==> config.mk <==
export PLATFORM = sky130hd
export DESIGN_NAME = cacheline_adaptor
export DESIGN_NICKNAME = d
export VERILOG_FILES = /design/src/rtl/cacheline_pkg.sv /design/src/rtl/cacheline_adaptor.sv
export SDC_FILE = /design/constraint.sdc
export NUM_CORES = 1
export LEC_CHECK = 0
export CAP_MARGIN = 15
export CELL_PAD_IN_SITES_DETAIL_PLACEMENT = 1
export CELL_PAD_IN_SITES_GLOBAL_PLACEMENT = 2
export CORE_MARGIN = 2
export CORE_UTILIZATION = 33
export CTS_CLUSTER_DIAMETER = 50
export DETAILED_ROUTE_END_ITERATION = 12
export MAX_ROUTING_LAYER = met4
export PLACE_DENSITY_LB_ADDON = 0.1
export REMOVE_ABC_BUFFERS = 1
export SYNTH_ARGS = -nofsm -noshare
export SYNTH_HDL_FRONTEND = slang
export SYNTH_SLANG_ARGS = --single-unit
==> constraint.sdc <==
create_clock -name clk -period 5 [get_ports clk]
set_input_delay 1.25 -clock clk [delete_from_list [all_inputs] [get_ports clk]]
set_output_delay 1.25 -clock clk [all_outputs]
set_load 0.05 [all_outputs]
==> src/rtl/cacheline_pkg.sv <==
// cacheline_pkg: line/burst geometry and FSM state encoding shared by the cache-line adaptor.
package cacheline_pkg;
    localparam int LINE_W  = 256;
    localparam int BURST_W = 64;
    localparam int BEATS   = LINE_W / BURST_W;
    localparam logic [1:0] LAST_BEAT = 2'(BEATS - 1);

    typedef enum logic [2:0] {
        IDLE,
        RD_BURST,
        RD_DONE,
        WR_BURST,
        WR_DONE
    } cla_state_t;
endpackage

==> src/rtl/cacheline_adaptor.sv <==
// cacheline_adaptor: 256-bit line <-> 4x64-bit memory burst bridge, one line transaction at a time.
// Define CACHELINE_ADAPTOR_PERF_EN to add rd_count_o/wr_count_o completion counters.
module cacheline_adaptor
    import cacheline_pkg::*;
(
    input  logic               clk,
    input  logic               rst,
    input  logic [LINE_W-1:0]  line_i,
    output logic [LINE_W-1:0]  line_o,
    input  logic [31:0]        address_i,
    input  logic               read_i,
    input  logic               write_i,
    output logic               resp_o,
    input  logic [BURST_W-1:0] burst_i,
    output logic [BURST_W-1:0] burst_o,
    output logic [31:0]        address_o,
    output logic               read_o,
    output logic               write_o,
`ifdef CACHELINE_ADAPTOR_PERF_EN
    output logic [31:0]        rd_count_o,
    output logic [31:0]        wr_count_o,
`endif
    input  logic               resp_i
);
    cla_state_t        state_q, state_d;
    logic [1:0]        cnt_q;
    logic [LINE_W-1:0] wr_line_q;
    logic              accept;
    logic              beat;

    assign accept    = (state_q == IDLE) && (read_i || write_i);
    assign beat      = resp_i && (state_q == RD_BURST || state_q == WR_BURST);
    assign read_o    = (state_q == RD_BURST);
    assign write_o   = (state_q == WR_BURST);
    assign resp_o    = (state_q == RD_DONE) || (state_q == WR_DONE);
    assign burst_o   = write_o ? wr_line_q[BURST_W*cnt_q +: BURST_W] : '0;

    always_comb begin
        state_d = state_q;
        case (state_q)
            IDLE:     state_d = write_i ? WR_BURST : read_i ? RD_BURST : IDLE;
            RD_BURST: state_d = (resp_i && cnt_q == LAST_BEAT) ? RD_DONE : RD_BURST;
            WR_BURST: state_d = (resp_i && cnt_q == LAST_BEAT) ? WR_DONE : WR_BURST;
            default:  state_d = IDLE;
        endcase
    end

    always_ff @(posedge clk or negedge rst) begin
        if (!rst) begin
            state_q   <= IDLE;
            cnt_q     <= '0;
            wr_line_q <= '0;
            line_o    <= '0;
            address_o <= '0;
        end else begin
            state_q <= state_d;
            if (accept) begin
                address_o <= {address_i[31:5], 5'b0};
                cnt_q     <= '0;
                if (write_i)
                    wr_line_q <= line_i;
            end
            if (beat)
                cnt_q <= cnt_q + 2'd1;
            if (beat && read_o)
                line_o[BURST_W*cnt_q +: BURST_W] <= burst_i;
        end
    end

`ifdef CACHELINE_ADAPTOR_PERF_EN
    always_ff @(posedge clk or negedge rst) begin
        if (!rst) begin
            rd_count_o <= '0;
            wr_count_o <= '0;
        end else begin
            if (state_q == RD_DONE)
                rd_count_o <= rd_count_o + 32'd1;
            if (state_q == WR_DONE)
                wr_count_o <= wr_count_o + 32'd1;
        end
    end
`endif
endmodule
Fig. 1: run 1, signal wires on met4
(1.5 px per um)
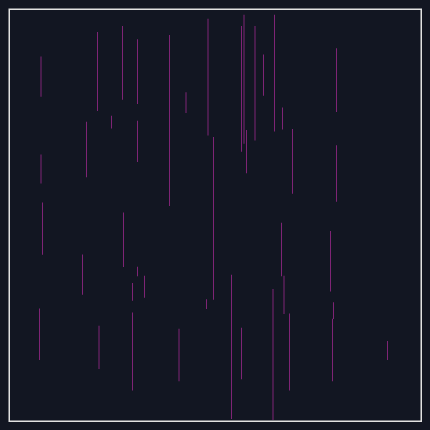
main direction: vertical
longest straight run: 114 um
wire length on this layer: 1,810 um

Fig. 2: run 1, congestion heat map
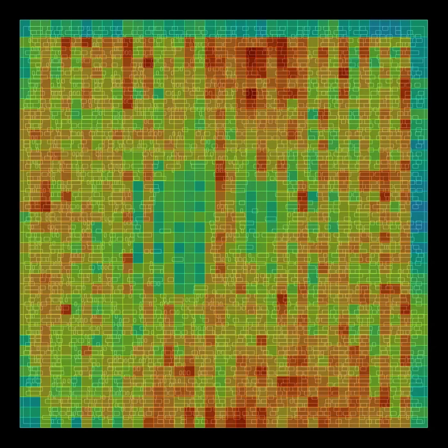
met3 usage: 8.39%
met1 demand-to-capacity share in global routing: 28.4%

Fig. 3: run 1, floorplan with the power grid
(1.5 px per um) Pins as bars on the die edge.
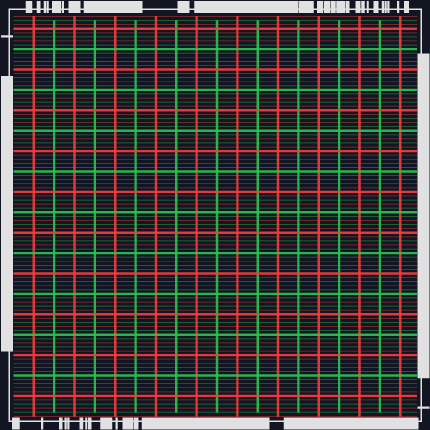
legend:
  VSS:
    colour: red
  VDD:
    colour: green
met5 straps: 19
met4 straps: 19
signal pins: 712
total core area: 71,700 um2
die y size: 274 um
Die X: 274 um
worst ir drop on vdd: 394 uV

## run 1: routing by layer
metal	vias to the layer above	global-route usage [%]	part of all wire, %
met1	9107	28.4	40
met2	465	41.2	50
met3	107	8.39	7.8
met5	-	-	0
met4	0	5.42	2.0
li1	7796	-	-
## run 1: sequential cells by signal, summed over array words and instances, names as in the netlist
signal / count
line_o: 256
wr_line_q: 256
cnt_q: 2
state_q: 3
address_o: 27
## run 1: metrics by stage
step / power (mW) / worst slack [ns]
2_1_floorplan: 16.1 / -4.57
3_3_place_gp: 20.5 / 1.01
3_5_place_dp: 20.8 / 0.965
4_1_cts: 26.7 / 0.294
5_1_grt: 27.7 / 0.241
6_report: 26.4 / 0.409
## run 1: kinds of logic (layout without fill, tap and decap cells)
logic type               Yosys count  in the layout  share of synthesized area, %
AND-OR/OR-AND                    133            133                          2.82
adder cells (fa/ha/maj)            5              5                         0.261
buffers and inverters            331           1084                          6.45
XOR/XNOR                           1              1                        0.0365
multiplexers                     539            539                          27.3
other                              1             24                        0.0156
flip-flops                       544            544                          56.8
AND/OR/NAND/NOR                  343            343                          6.35
## run 1: area by class of cell
type	instances	area (um2)	share of cell area [%]
Inverter	196	736	2.11
Antenna cell	19	47.5	0.137
Sequential cell	544	13600	39.1
Multi-Input combinational cell	1026	8920	25.6
Clock inverter	44	468	1.35
Tap cell	950	1190	3.42
Clock buffer	102	2280	6.56
Timing Repair Buffer	742	7530	21.6
## run 1: power by group through the flow
stage	logic, mW	registers (mW)	clock network (mW)
floorplan	5.21	10.9	0
global route	13.7	7.90	6.11
CTS	13.2	7.63	5.92
finish	13.0	7.62	5.78
detailed placement	13.1	7.67	0
global placement	13.0	7.53	0
==> impl_table.tex, run 1 <==
% Table of physical implementation metrics
\begin{tabular}{lr}
\hline
Metric & Value \\
\hline
\multicolumn{2}{l}{\textbf{Layout}} \\
Layout cells sized above 1 & 20.5\% \\
Net total in the final layout & 2,952 \\
Dominant logic cell types in the final layout & sky130\_fd\_sc\_hd\_\_clkdlybuf4s50\_1 (700), sky130\_fd\_sc\_hd\_\_dfrtp\_1 (541), sky130\_fd\_sc\_hd\_\_mux2\_2 (283) \\
Area Overhead vs Synth & 45.0\% \\
Non-Filler Instances & 3,623 \\
Filler instances & 7,406 \\
Cell area after layout & 34,800 um2 \\
Utilization after layout & 48.5\% \\
\multicolumn{2}{l}{\textbf{Route}} \\
Routed len/inst & 24.8 um \\
Number of iterations in the first detailed-routing pass & 4 \\
Vias per cell & 4.82 \\
DR vias & 17,500 \\
\multicolumn{2}{l}{\textbf{STA}} \\
Slew margin rel. & 31.1\% \\
Setup repair after global routing missed its margin & no \\
Number of hold-slack violations in the final timing report & 0 \\
Worst-margin pin slew & 1.03 ns \\
Worst setup skew after layout & 0.0143 ns \\
Upper clock frequency limit & 218 MHz \\
Max Transition Viols Final & 0 \\
\multicolumn{2}{l}{\textbf{Clock network}} \\
Count of cells resized by post-cts repair & 0 \\
Post-CTS repair timing setup buffer count & 0 \\
TritonCTS sink count & 544 \\
Inserted Clock Buffers & 80 \\
Clock tree from TritonCTS & built \\
Max H-tree Level & 3 \\
\multicolumn{2}{l}{\textbf{Power and ir drop}} \\
Switching portion of total power & 42.9\% \\
Switching power total & 11.3 mW \\
Part of the total power dissipated in the clock network & 21.9\% \\
Leakage & 15.0 nW \\
Proportion of power drawn by flip-flops and latches & 28.9\% \\
Power density cells & 758 nW/um2 \\
\multicolumn{2}{l}{\textbf{Placed design}} \\
Weighted congestion at the end of routability-driven global placement & 0.825 \\
Post-place instance area & 32,000 um2 \\
Placed Cells & 3,458 \\
Number of buffer cells added on primary ports & 701 \\
\multicolumn{2}{l}{\textbf{Critical path}} \\
Startpoint of the lowest-slack register-to-register path & cnt\_q[0]\$\_DFFE\_PN0P\_ \\
Critical Path Source & cnt\_q[0]\$\_DFFE\_PN0P\_ \\
Arrival time at the worst endpoint & 3.34 ns \\
Worst path cell trace & buf\_4, mux4\_2, and3\_1, clkdlybuf4s50\_1 \\
Category of the worst setup path capture point & output pin \\
CP Max Fanout & 32 \\
Reg2reg setup slack & 1.97 ns \\
Instance count on the critical path & 4 \\
Critical setup path kind & register to output pin \\
Bufs and invs on worst path & 2 \\
Critical Path RT & 3.75 ns \\
\multicolumn{2}{l}{\textbf{Yosys}} \\
Post-synthesis instance area & 24,000 um2 \\
Cell count listed in synth\_stat.txt & 1,897 \\
Part of the Yosys area used for sequential elements & 56.8\% \\
Top FF cell, synth & sky130\_fd\_sc\_hd\_\_dfrtp\_1 \\
Post-synth area from yosys stat & 24,000 um2 \\
Registers, synthesis & 544 \\
Largest area contributor in the netlist & sky130\_fd\_sc\_hd\_\_dfrtp\_1 \\
\multicolumn{2}{l}{\textbf{Floorplanning}} \\
Area of the die & 74,900 um2 \\
I/O pin count & 712 \\
\multicolumn{2}{l}{\textbf{Global routing}} \\
Congestion Overflow GR & 0 \\
Global-route wire length before repair & 133,000 um \\
Largest net degree at the start of global routing & 89 \\
Global Route Usage Sum & 24.6\% \\
\multicolumn{2}{l}{\textbf{Flow run}} \\
Number of max-cap violations & 0 \\
\multicolumn{2}{l}{\textbf{Run status}} \\
Run status & complete, no violations \\
\multicolumn{2}{l}{\textbf{Hold path}} \\
Worst hold-check path type & register to register \\
Capture endpoint of the worst hold path & wr\_line\_q[228]\$\_DFFE\_PN0P\_ \\
Worst Hold Depth & 1 \\
\hline
\end{tabular}
==> inputs of run 2 (changes only) <==
SKIP_CTS_REPAIR_TIMING = 1   (was default)
Fig. 4: run 2, congestion heat map
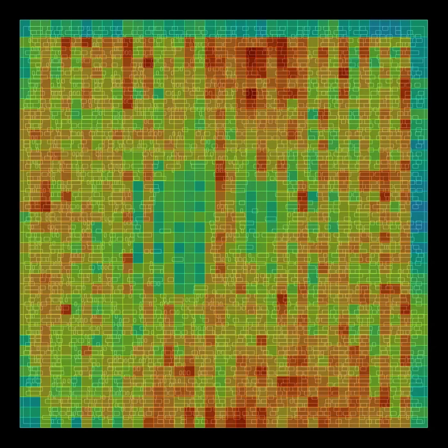
utilization after layout: 48.5%
routed len/inst: 24.8 um
Global Route Usage Sum: 24.6%

Fig. 5: run 2, cell area per tile
(1 px per um) 27 x 27 tiles, from white (low) to dark blue (high), 0 to 100% covered.
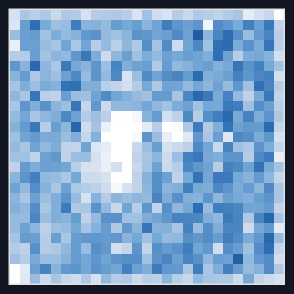
fullest tile: 82%
nearly empty tiles: 2.7%
tiles over 75% full: 1.9%
emptiest ninth of the die: centre
mean over tiles: 45%
initial core utilization: 33.4%

==> impl_table.tex, run 2 <==
% Table of physical implementation metrics
\begin{tabular}{lr}
\hline
Metric & Value \\
\hline
\multicolumn{2}{l}{\textbf{Placed design}} \\
Placed Cells & 3,458 \\
Number of buffer cells added on primary ports & 701 \\
Weighted congestion at the end of routability-driven global placement & 0.825 \\
Post-place instance area & 32,000 um2 \\
Pre-CTS setup slack & 0.965 ns \\
\multicolumn{2}{l}{\textbf{Critical path}} \\
Arrival time at the worst endpoint & 3.34 ns \\
CP Max Fanout & 32 \\
Critical setup path kind & register to output pin \\
Sort of element at the start of the critical path & register \\
Category of the worst setup path capture point & output pin \\
Worst path cell trace & buf\_4, mux4\_2, and3\_1, clkdlybuf4s50\_1 \\
Bufs and invs on worst path & 2 \\
Peak per-stage delay on the critical path & 0.86 ns \\
Critical Path RT & 3.75 ns \\
Critical path's slowest cell & sky130\_fd\_sc\_hd\_\_dfrtp\_4 \\
\multicolumn{2}{l}{\textbf{STA}} \\
Final setup violation count & 0 \\
Max Transition Viols Final & 0 \\
Worst-margin pin slew & 1.03 ns \\
Slew margin rel. & 31.1\% \\
Period utilization & 91.8\% \\
Least setup slack across all paths after layout & 0.409 ns \\
Number of hold-slack violations in the final timing report & 0 \\
Worst setup skew after layout & 0.0143 ns \\
Setup repair after global routing missed its margin & no \\
Upper clock frequency limit & 218 MHz \\
\multicolumn{2}{l}{\textbf{Yosys}} \\
Library cells used by synthesis & 37 \\
Registers, synthesis & 544 \\
Post-synth top area share & 56.8\% \\
Synth warnings & 0 \\
Post-synth area from yosys stat & 24,000 um2 \\
Top FF cell, synth & sky130\_fd\_sc\_hd\_\_dfrtp\_1 \\
Part of the Yosys area used for sequential elements & 56.8\% \\
Largest area contributor in the netlist & sky130\_fd\_sc\_hd\_\_dfrtp\_1 \\
Post-synthesis instance area & 24,000 um2 \\
Post-Syn Instances & 1,897 \\
Cell count listed in synth\_stat.txt & 1,897 \\
\multicolumn{2}{l}{\textbf{Power and ir drop}} \\
Worst ir drop on vdd & 394 uV \\
Internal & 15.1 mW \\
Power density cells & 758 nW/um2 \\
Group with the largest share of power & combinational logic \\
Power in the clock group & 5.78 mW \\
Leakage & 15.0 nW \\
Power in sequential cells & 7.62 mW \\
Gate power share & 49.2\% \\
Part of the total power dissipated in the clock network & 21.9\% \\
Switching portion of total power & 42.9\% \\
Power attributed to combinational cells & 13.0 mW \\
Proportion of power drawn by flip-flops and latches & 28.9\% \\
Total chip power & 26.4 mW \\
Switching power total & 11.3 mW \\
\multicolumn{2}{l}{\textbf{Clock network}} \\
TritonCTS sink count & 544 \\
Clock tree from TritonCTS & built \\
Inserted Clock Buffers & 80 \\
CTS root buf & sky130\_fd\_sc\_hd\_\_clkbuf\_16 \\
Max H-tree Level & 3 \\
\multicolumn{2}{l}{\textbf{Route}} \\
DR vias & 17,500 \\
Initial detailed-routing violation count & 628 \\
DRC violations left & 0 \\
Post-DRT Antenna Nets & 0 \\
Vias per cell & 4.82 \\
Number of iterations in the first detailed-routing pass & 4 \\
\multicolumn{2}{l}{\textbf{Layout}} \\
Layout cells sized above 1 & 20.5\% \\
Dominant logic cell types in the final layout & sky130\_fd\_sc\_hd\_\_clkdlybuf4s50\_1 (700), sky130\_fd\_sc\_hd\_\_dfrtp\_1 (541), sky130\_fd\_sc\_hd\_\_mux2\_2 (283) \\
Non-Filler Instances & 3,623 \\
Area Overhead vs Synth & 45.0\% \\
Cell area after layout & 34,800 um2 \\
Net total in the final layout & 2,952 \\
Registers with the most flip-flops & line\_o x256, wr\_line\_q x256, address\_o x27 \\
Filler instances & 7,406 \\
\multicolumn{2}{l}{\textbf{Global routing}} \\
Met1 demand-to-capacity share in global routing & 28.4\% \\
Met3 usage & 8.39\% \\
Global-route wire length before repair & 133,000 um \\
Gr busiest metal & met2 \\
Congestion Overflow GR & 0 \\
Largest net degree at the start of global routing & 89 \\
Met2 Track Usage GR & 41.2\% \\
\multicolumn{2}{l}{\textbf{Floorplanning}} \\
Number of placement rows & 98 \\
Total core area & 71,700 um2 \\
I/O pin count & 712 \\
Die X & 274 um \\
Area of the die & 74,900 um2 \\
Die y size & 274 um \\
\multicolumn{2}{l}{\textbf{Flow run}} \\
Number of max-cap violations & 0 \\
OpenROAD warning count & 34 \\
\multicolumn{2}{l}{\textbf{Hold path}} \\
Worst hold-check path type & register to register \\
\multicolumn{2}{l}{\textbf{Run status}} \\
Run status & complete, no violations \\
\hline
\end{tabular}
[run 2: cell counts in the layout (fill, tap and decap cells not counted)]
No cell type changed its count.
[run 2: cells by family (layout without fill, tap and decap cells)]
group	count (synthesis)	after routing	share of synthesized area [%]
and+or+nand+nor	343	343	6.35
muxes	539	539	27.3
buffers and inverters	331	1084	6.45
DFF	544	544	56.8
adders and majority gates	5	5	0.261
xor gates and xnor gates	1	1	0.0365
other	1	24	0.0156
AOI/OAI and AO/OA	133	133	2.82
[run 2: area by class of cell]
cell class	instances	area, um2	area share (%)
Multi-Input combinational cell	1026	8920	25.6
Sequential cell	544	13600	39.1
Tap cell	950	1190	3.42
Antenna cell	19	47.5	0.137
Inverter	196	736	2.11
Clock inverter	44	468	1.35
Timing Repair Buffer	742	7530	21.6
Clock buffer	102	2280	6.56
[run 2: final timing paths]
path                       cells after the start                  startpoint  slack [ns]                         end
setup / recovery                               4        cnt_q[0]$_DFFE_PN0P_        0.41                 burst_o[59]
min in group asynchronous                      1                         rst        0.60  wr_line_q[106]$_DFFE_PN0P_
hold / removal                                 1  wr_line_q[228]$_DFFE_PN0P_        0.50  wr_line_q[228]$_DFFE_PN0P_
max in group asynchronous                      3                         rst        3.22  wr_line_q[162]$_DFFE_PN0P_
setup reg to reg                               6        cnt_q[0]$_DFFE_PN0P_        1.97     line_o[123]$_DFFE_PN0P_
hold reg to reg                                1  wr_line_q[228]$_DFFE_PN0P_        0.50  wr_line_q[228]$_DFFE_PN0P_
[run 2: layer usage]
metal,vias to the layer above,routed length [um]
li1,7796,-
met1,9107,35700
met2,465,45400
met3,107,7000
met4,0,1810
met5,-,0
No activity file was given, so power comes from the tool's default toggle rates.
